===== src/rtl/sel_scan_pkg.sv =====
// Shared types and constants for the selector scan controller.
// The state enum is used by the top-level FSM; channel sizing is used by every file.
package sel_scan_pkg;

  localparam int NCH  = 4;
  localparam int CH_W = 2;

  typedef enum logic [1:0] {
    IDLE = 2'd0,
    SCAN = 2'd1,
    DONE = 2'd2
  } state_t;

endpackage


===== src/rtl/sel_next_ch.sv =====
// Picks the next enabled channel strictly above the current one.
// When i_first is set, the current channel is treated as -1, so the lowest enabled channel is returned.
module sel_next_ch
  import sel_scan_pkg::*;
(
  input  logic [NCH-1:0]  i_mask,
  input  logic [CH_W-1:0] i_cur,
  input  logic            i_first,
  output logic [CH_W-1:0] o_next,
  output logic            o_found
);

  // The loop runs downward so that the lowest qualifying index is written last and wins.
  always_comb begin
    o_next  = '0;
    o_found = 1'b0;
    for (int i = NCH - 1; i >= 0; i--) begin
      if (i_mask[i] && (i_first || (i > int'(i_cur)))) begin
        o_next  = CH_W'(i);
        o_found = 1'b1;
      end
    end
  end

endmodule


===== src/rtl/sel_scan_ctrl.sv =====
// Sequencer for a 4:1 selector: dwells on each enabled channel, samples the selector output,
// and publishes one capture per channel plus a per-channel snapshot and a sweep-done pulse.
module sel_scan_ctrl
  import sel_scan_pkg::*;
#(
  parameter int DW      = 2,
  parameter int DWELL_W = 4
) (
  input  logic               i_clk,
  input  logic               i_rst_n,
  input  logic               i_start,
  input  logic               i_cont,
  input  logic [NCH-1:0]     i_en_mask,
  input  logic [DWELL_W-1:0] i_dwell,
  input  logic [DW-1:0]      i_mux_in,
  output logic [CH_W-1:0]    o_sel_out,
  output logic               o_busy,
  output logic               o_cap_valid,
  output logic [CH_W-1:0]    o_cap_ch,
  output logic [DW-1:0]      o_cap_data,
  output logic [NCH*DW-1:0]  o_snap,
  output logic               o_frame_done
);

  state_t               r_state;
  logic [DWELL_W-1:0]   r_cnt;
  logic [NCH-1:0]       r_mask;
  logic [DWELL_W-1:0]   r_dwell;
  logic [CH_W-1:0]      r_sel;
  logic                 r_busy;
  logic                 r_cap_valid;
  logic [CH_W-1:0]      r_cap_ch;
  logic [DW-1:0]        r_cap_data;
  logic [NCH*DW-1:0]    r_snap;
  logic                 r_frame_done;

  logic [CH_W-1:0]      w_next_ch;
  logic                 w_next_found;
  logic [CH_W-1:0]      w_first_ch;
  logic                 w_first_found;
  logic [DWELL_W-1:0]   w_dwell_last;

  sel_next_ch u_next (
    .i_mask  (r_mask),
    .i_cur   (r_sel),
    .i_first (1'b0),
    .o_next  (w_next_ch),
    .o_found (w_next_found)
  );

  // The first-channel search looks at the live mask because it is only used at latch points.
  sel_next_ch u_first (
    .i_mask  (i_en_mask),
    .i_cur   (r_sel),
    .i_first (1'b1),
    .o_next  (w_first_ch),
    .o_found (w_first_found)
  );

  assign w_dwell_last = (r_dwell == '0) ? '0 : (r_dwell - 1'b1);

  always_ff @(posedge i_clk or negedge i_rst_n) begin
    if (!i_rst_n) begin
      r_state      <= IDLE;
      r_cnt        <= '0;
      r_mask       <= '0;
      r_dwell      <= '0;
      r_sel        <= '0;
      r_busy       <= 1'b0;
      r_cap_valid  <= 1'b0;
      r_cap_ch     <= '0;
      r_cap_data   <= '0;
      r_snap       <= '0;
      r_frame_done <= 1'b0;
    end else begin
      r_cap_valid  <= 1'b0;
      r_frame_done <= 1'b0;
      case (r_state)
        IDLE: begin
          if (i_start && w_first_found) begin
            r_mask  <= i_en_mask;
            r_dwell <= i_dwell;
            r_sel   <= w_first_ch;
            r_cnt   <= '0;
            r_busy  <= 1'b1;
            r_state <= SCAN;
          end
        end
        SCAN: begin
          if (r_cnt == w_dwell_last) begin
            r_cap_valid             <= 1'b1;
            r_cap_ch                <= r_sel;
            r_cap_data              <= i_mux_in;
            r_snap[r_sel*DW +: DW]  <= i_mux_in;
            if (w_next_found) begin
              r_sel <= w_next_ch;
              r_cnt <= '0;
            end else begin
              r_state <= DONE;
            end
          end else begin
            r_cnt <= r_cnt + 1'b1;
          end
        end
        DONE: begin
          r_frame_done <= 1'b1;
          if (i_cont && w_first_found) begin
            r_mask  <= i_en_mask;
            r_dwell <= i_dwell;
            r_sel   <= w_first_ch;
            r_cnt   <= '0;
            r_state <= SCAN;
          end else begin
            r_busy  <= 1'b0;
            r_state <= IDLE;
          end
        end
        default: begin
          r_busy  <= 1'b0;
          r_state <= IDLE;
        end
      endcase
    end
  end

  assign o_sel_out    = r_sel;
  assign o_busy       = r_busy;
  assign o_cap_valid  = r_cap_valid;
  assign o_cap_ch     = r_cap_ch;
  assign o_cap_data   = r_cap_data;
  assign o_snap       = r_snap;
  assign o_frame_done = r_frame_done;

endmodule


===== config.mk =====
export PLATFORM = sky130hd
export DESIGN_NAME = sel_scan_ctrl
export DESIGN_NICKNAME = d
export VERILOG_FILES = /design/src/rtl/sel_scan_pkg.sv /design/src/rtl/sel_next_ch.sv /design/src/rtl/sel_scan_ctrl.sv
export SDC_FILE = /design/constraint.sdc
export NUM_CORES = 1
export LEC_CHECK = 0
export ABC_AREA = 1
export CAP_MARGIN = 20
export CORE_MARGIN = 2
export CORE_UTILIZATION = 50
export CTS_BUF_LIST = sky130_fd_sc_hd__clkbuf_8
export DETAILED_ROUTE_END_ITERATION = 8
export DONT_BUFFER_PORTS = 1
export SYNTH_ARGS = -nofsm -noshare
export SYNTH_HDL_FRONTEND = slang
export SYNTH_HIERARCHICAL = 1
export SYNTH_SLANG_ARGS = --single-unit

===== constraint.sdc =====
create_clock -name i_clk -period 3.4 [get_ports i_clk]
set_input_delay 0.34 -clock i_clk [delete_from_list [all_inputs] [get_ports i_clk]]
set_output_delay 0.34 -clock i_clk [all_outputs]
set_load 0.005 [all_outputs]

m3.png
Drawn at 8 px/um.
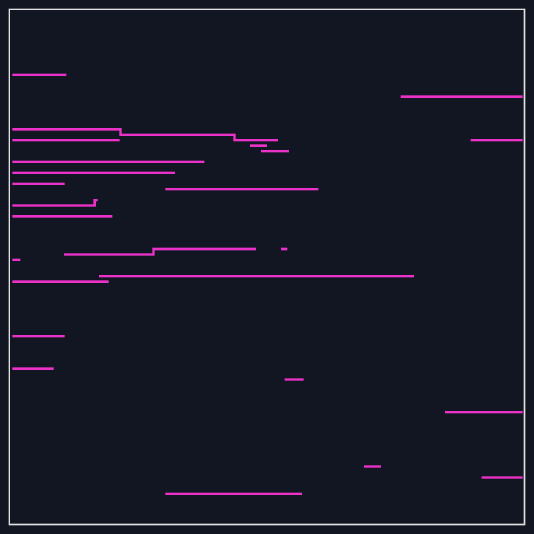
share of all routed wire	8.1%
nets with wire on the layer	21
longest straight run	39.1 um
wire length on this layer	294 um
vias post-DR: 1538
Total Routed Length: 3630 um
met3 Use GR: 7.92%

clock_nets.png
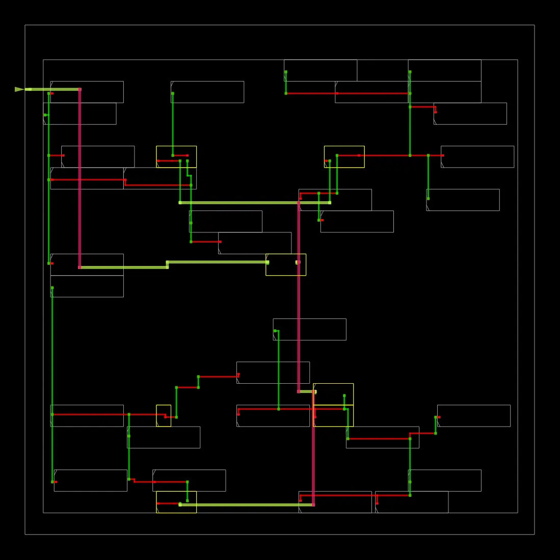
Clock Skew: 0.00219 ns
clock buffers: 6

==> flow_metrics.tcl <==
# flow metrics
set metrics [dict create \
    ys_seq_share_pct 42.8 \
    cts_inserted_buffers 5 \
    grt_pass1_vias 1469 \
    fin_ws_ns 1.57 \
    clkTransAtPathRegs_ns 0.06 \
    area_growth_pct 8.76 \
    comb_area_um2 920 \
    max-slew-margin-rel_pct 62.9 \
    die_h_um 64.2 \
    rsz0062_at_grt "no" \
    hold_slack_ns 0.169 \
    diodes 0 \
    crit_path_top_delay_cell "dfrtp_1" \
    place_area_um2 1850 \
    clk_path_buf_depth 2 \
    die_x_um 64.2 \
    crit_path_start_kind "flop" \
    place.gp.congestion 0.815 \
    cts_tree "built" \
    grt_busiest_layer "met2" \
    crit_end "o_snap[5]" \
    timing.rr.end "o_snap[5]" \
    use_met1_pct 24.8 \
    status "finished clean" \
    grt_pass1_wl_um 6520 \
    fin_crit_sh_pct 53.9 \
    ctsResizeCount 0 \
    crit_top_cell "nand2_1" \
    crit_type "flop to flop" \
    cpPeakStageDelay_ns 0.69 \
    use_met2_pct 33.5 \
    stdcell_area_um2 1970 \
    route.detailed.drc 0 \
    p_per_area_nw_per_um2 888 \
    tns_ns 0 \
    crit_family "flip-flops" \
    dr.pass1.iters 4 \
    path_cells "inv_1 -> ha_1 -> nand2_1 -> nor3_1 -> nand4_1 -> nand2_1" \
    cts-root-buf "clkbuf_8" \
    cp_num_buf_inv 1 \
    clock.latency.late_pin_ns 0.28 \
    fmax_mhz 546 \
    p_leak_nw 1.08 \
    ys_cells 248 \
]
route_heat.png
Drawn at 6 px/um. 13 x 13 tiles, from black (low) to pale yellow (high), scaled to the fullest tile. Values are wire area over tile area, all layers added.
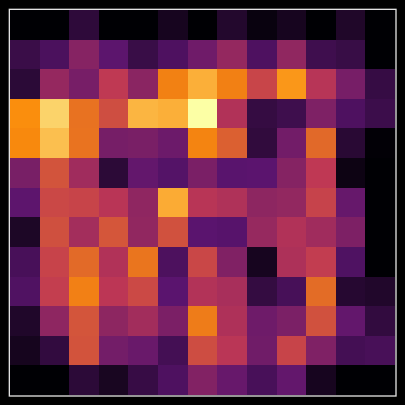
mean over tiles	0.15
emptiest ninth of the die	upper right
fullest tile	0.43
tiles over half the peak	25%
nearly empty tiles	10%
Avg WL per Cell: 12.1 um
total track usage: 20.7%

-- area by class of cell --
type	instances	area share (%)
Timing Repair Buffer	2	1.52
Clock buffer	6	4.19
Sequential cell	31	39.3
Multi-Input combinational cell	188	46.6
Tap cell	46	2.92
Clock inverter	1	0.254
Inverter	27	5.14
-- kinds of logic after synthesis --
logic type | count (synthesis) | share of synthesized area (%)
AOI/OAI and AO/OA | 11 | 3.45
xor gates and xnor gates | 2 | 0.966
adders and majority gates | 6 | 4.14
buffers and inverters | 31 | 6.90
DFF | 31 | 42.8
other | 2 | 0.414
and+or+nand+nor | 165 | 41.3
-- synthesized netlist by cell type, drive strengths merged --
cell,n,area [um2]
nand3b,2,15.0
nor3,5,25.0
nor4,2,12.5
nand3,21,125
conb,2,7.51
nand2,111,429
a21oi,2,17.5
o21ai,9,45.0
ha,6,75.1
nor2,16,92.6
buf,2,16.3
inv,27,101
xor2,2,17.5
dfrtp,31,776
nand4,8,50.1
clkbuf,2,7.51
-- worst min-delay path by stage --
stage	startpoint	to	cells after the start
floorplan	i_rst_n	o_busy	0
global placement	i_rst_n	r_dwell[3]	0
detailed placement	i_rst_n	r_dwell[1]	0
CTS	i_en_mask[3]	r_mask[3]	2
global route	i_en_mask[0]	r_mask[0]	2
finish	i_en_mask[3]	r_mask[3]	2
-- state kept, by name, indices dropped and copies added (netlist names) --
name and cells:
o_snap 8, o_busy 1, r_mask 4, o_cap_ch 2, r_state 2, o_cap_valid 1
o_sel_out 2, r_cnt 4, o_cap_data 2, r_dwell 4, o_frame_done 1
-- power by group --
group	internal [mW]	switching, mW
registers	0.531	0.170
clock network	0.158	0.128
logic	0.276	0.489
-- metal layers --
metal	share of wire, %	wire [um]	vias to the layer above
li1	-	-	787
met1	45	1630	706
met2	45	1650	38
met3	8.1	294	7
met4	1.7	60	0
met5	0	0	-
Power and IR drop assume default switching activity.
